Clock wires, drivers and flops:
The bar under the picture is 50 um long.
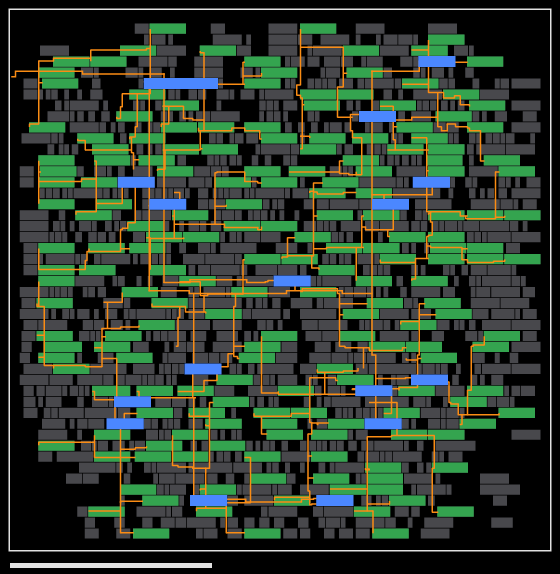
Cell classes on the final placement:
The bar under the picture is 50 um long.
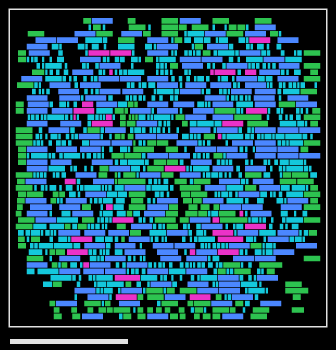
File: config.mk
export PLATFORM = sky130hd
export DESIGN_NAME = fetch_queue_flat
export DESIGN_NICKNAME = d
export VERILOG_FILES = /design/src/rtl/fetch_queue_if.sv /design/src/rtl/fetch_queue.sv /design/src/flat_wrapper.sv
export SDC_FILE = /design/constraint.sdc
export NUM_CORES = 1
export LEC_CHECK = 0
export ABC_AREA = 1
export ABC_CLOCK_PERIOD_IN_PS = 1950
export CAP_MARGIN = 20
export CORE_MARGIN = 2
export CORE_UTILIZATION = 50
export CTS_CLUSTER_SIZE = 25
export DETAILED_ROUTE_END_ITERATION = 10
export GPL_TIMING_DRIVEN = 0
export PLACE_DENSITY = 0.76
export SLEW_MARGIN = 20
export SYNTH_ARGS = -nofsm -noshare
export SYNTH_HDL_FRONTEND = slang
export SYNTH_SLANG_ARGS = --single-unit
File: constraint.sdc
create_clock -name clock -period 1.95 [get_ports clock]
set_clock_uncertainty 0.2 [all_clocks]
set_input_delay 0.39 -clock clock [delete_from_list [all_inputs] [get_ports clock]]
set_output_delay 0.39 -clock clock [all_outputs]
set_load 0.1 [all_outputs]
File: src/rtl/fetch_queue_if.sv
// fetch_queue_if: PC index, instruction memory and decode handshake bundle.
interface fetch_queue_if #(
    parameter int ADDR_WIDTH = 10,
    parameter int DATA_WIDTH = 32
);
    logic [ADDR_WIDTH-1:0] Indice;
    logic                  Selecao;
    logic                  pc_hold;
    logic [ADDR_WIDTH-1:0] mem_addr;
    logic                  mem_en;
    logic [DATA_WIDTH-1:0] mem_data;
    logic [DATA_WIDTH-1:0] inst_out;
    logic [ADDR_WIDTH-1:0] inst_index;
    logic                  inst_valid;
    logic                  inst_ready;

    modport master (
        input  Indice, Selecao, mem_data, inst_ready,
        output pc_hold, mem_addr, mem_en, inst_out, inst_index, inst_valid
    );

    modport slave (
        output Indice, Selecao, mem_data, inst_ready,
        input  pc_hold, mem_addr, mem_en, inst_out, inst_index, inst_valid
    );
endinterface

File: src/rtl/fetch_queue.sv
// fetch_queue: buffers instruction memory responses in order for decode, holding the PC when out of credit.
module fetch_queue #(
    parameter int ADDR_WIDTH = 10,
    parameter int DATA_WIDTH = 32,
    parameter int DEPTH      = 4
) (
    input  logic clock,
    input  logic reset,
    fetch_queue_if.master fq
);
    localparam int PW = $clog2(DEPTH);

    logic [DATA_WIDTH-1:0] data_q [DEPTH];
    logic [ADDR_WIDTH-1:0] idx_q  [DEPTH];
    logic [PW-1:0]         rd_ptr, wr_ptr;
    logic [PW:0]           count;
    logic                  pending;
    logic [ADDR_WIDTH-1:0] pend_idx;
    logic [PW+1:0]         used;
    logic                  push, pop;

    // An in-flight response already owns a slot, so credit counts it too
    assign used           = {1'b0, count} + {{(PW+1){1'b0}}, pending};
    assign fq.pc_hold     = ~fq.Selecao & (used >= (PW+2)'(DEPTH));
    assign fq.mem_en      = reset & (fq.Selecao | ~fq.pc_hold);
    assign fq.mem_addr    = fq.Indice;
    assign fq.inst_valid  = (count != '0) & ~fq.Selecao;
    assign fq.inst_out    = data_q[rd_ptr];
    assign fq.inst_index  = idx_q[rd_ptr];
    assign push           = pending & ~fq.Selecao;
    assign pop            = fq.inst_valid & fq.inst_ready;

    always_ff @(posedge clock or negedge reset) begin
        if (!reset) begin
            for (int i = 0; i < DEPTH; i++) begin
                data_q[i] <= '0;
                idx_q[i]  <= '0;
            end
            rd_ptr   <= '0;
            wr_ptr   <= '0;
            count    <= '0;
            pending  <= 1'b0;
            pend_idx <= '0;
        end else begin
            pending  <= fq.mem_en;
            pend_idx <= fq.Indice;
            if (fq.Selecao) begin
                count  <= '0;
                rd_ptr <= wr_ptr;
            end else begin
                if (push) begin
                    data_q[wr_ptr] <= fq.mem_data;
                    idx_q[wr_ptr]  <= pend_idx;
                    wr_ptr         <= wr_ptr + PW'(1);
                end
                if (pop) rd_ptr <= rd_ptr + PW'(1);
                count <= count + (PW+1)'(push) - (PW+1)'(pop);
            end
        end
    end
endmodule

File: src/flat_wrapper.sv
// flat-port wrapper written by rule: the top's interface ports become plain ports
module fetch_queue_flat 
#(
    parameter int ADDR_WIDTH = 10,
    parameter int DATA_WIDTH = 32,
    parameter int DEPTH      = 4
)
  (clock, reset, fq_Indice, fq_Selecao, fq_mem_data, fq_inst_ready, fq_pc_hold, fq_mem_addr, fq_mem_en, fq_inst_out, fq_inst_index, fq_inst_valid);
  fetch_queue_if #(.ADDR_WIDTH(ADDR_WIDTH), .DATA_WIDTH(DATA_WIDTH)) fq_i ();
  input  logic clock;
  input  logic reset;
  input wire logic [$bits(fq_i.Indice)-1:0] fq_Indice;
  input wire logic [$bits(fq_i.Selecao)-1:0] fq_Selecao;
  input wire logic [$bits(fq_i.mem_data)-1:0] fq_mem_data;
  input wire logic [$bits(fq_i.inst_ready)-1:0] fq_inst_ready;
  output wire logic [$bits(fq_i.pc_hold)-1:0] fq_pc_hold;
  output wire logic [$bits(fq_i.mem_addr)-1:0] fq_mem_addr;
  output wire logic [$bits(fq_i.mem_en)-1:0] fq_mem_en;
  output wire logic [$bits(fq_i.inst_out)-1:0] fq_inst_out;
  output wire logic [$bits(fq_i.inst_index)-1:0] fq_inst_index;
  output wire logic [$bits(fq_i.inst_valid)-1:0] fq_inst_valid;
  assign fq_i.Indice = fq_Indice;
  assign fq_i.Selecao = fq_Selecao;
  assign fq_i.mem_data = fq_mem_data;
  assign fq_i.inst_ready = fq_inst_ready;
  assign fq_pc_hold = fq_i.pc_hold;
  assign fq_mem_addr = fq_i.mem_addr;
  assign fq_mem_en = fq_i.mem_en;
  assign fq_inst_out = fq_i.inst_out;
  assign fq_inst_index = fq_i.inst_index;
  assign fq_inst_valid = fq_i.inst_valid;
  fetch_queue #(.ADDR_WIDTH(ADDR_WIDTH), .DATA_WIDTH(DATA_WIDTH), .DEPTH(DEPTH)) u_core (.clock(clock), .reset(reset), .fq(fq_i));
endmodule
==> impl_metrics.csv <==
group,metric,value,unit
layout,clkbuf_count,21,
global_routing,grt_overflow,0,
critical_path,cp_cell_sequence,"buf_6, buf_2, o21ai_0, o22ai_4, buf_12",
layout,final_util,0.747,
clock_network,cts_tree,"built",
global_routing,gr-usage-all-layers,0.300,
run_status,status,"finished, violations left",
synth,yosys.area.top_type,"dfrtp_1",
sta,setup_viol,47,
routing,antenna_left,0,
sta,setup_slack,-0.484,ns
synth,netlist.area_leader.share,0.552,
routing,num_vias,7342,
place,placed_cell_area,10600,um^2
global_routing,first_global_vias,7504,
global_routing,grt_pass1_wl,41.0,mm
sta,tns,-19.78,ns
synth,synthCells,906,
layout,finalNonFillerCells,1283,
synth,ys_top_logic_family,"AND-OR/OR-AND gates",
run_status,violations,"setup timing",
sta,tightest_slew,0.947,ns
Notes on 'clock wires, drivers and flops' above:
[orange] clock wires | length: 2210 um
[green] flip-flops | count: 186
[blue] clock drivers | count: 17
routed clock nets: 18
Late-Pin Clk Latency: 0.44 ns

Notes on 'cell classes on the final placement' above:
| color | class | cells | share of their area |
|---|---|---|---|
| magenta | clock drivers and dummy loads | 32 | 4.9% |
| green | other buffers and delay cells | 199 | 22% |
| blue | flops | 186 | 39% |
| cyan | combinational and other logic | 646 | 34% |
final instance area: 12300 um^2
Seq area share: 0.377
Cell Rows: 47
core area: 16500 um^2

-- repair_timing --
item | CTS | global route
pin swaps | 9 | 21
gates resized | 566 | 63
gates cloned | 3 | 3
buffers inserted | 10 | 2
endpoints found under the setup margin | 59 | 60
hold buffers | 7 | 0
hold endpoints to repair | 68 | 0
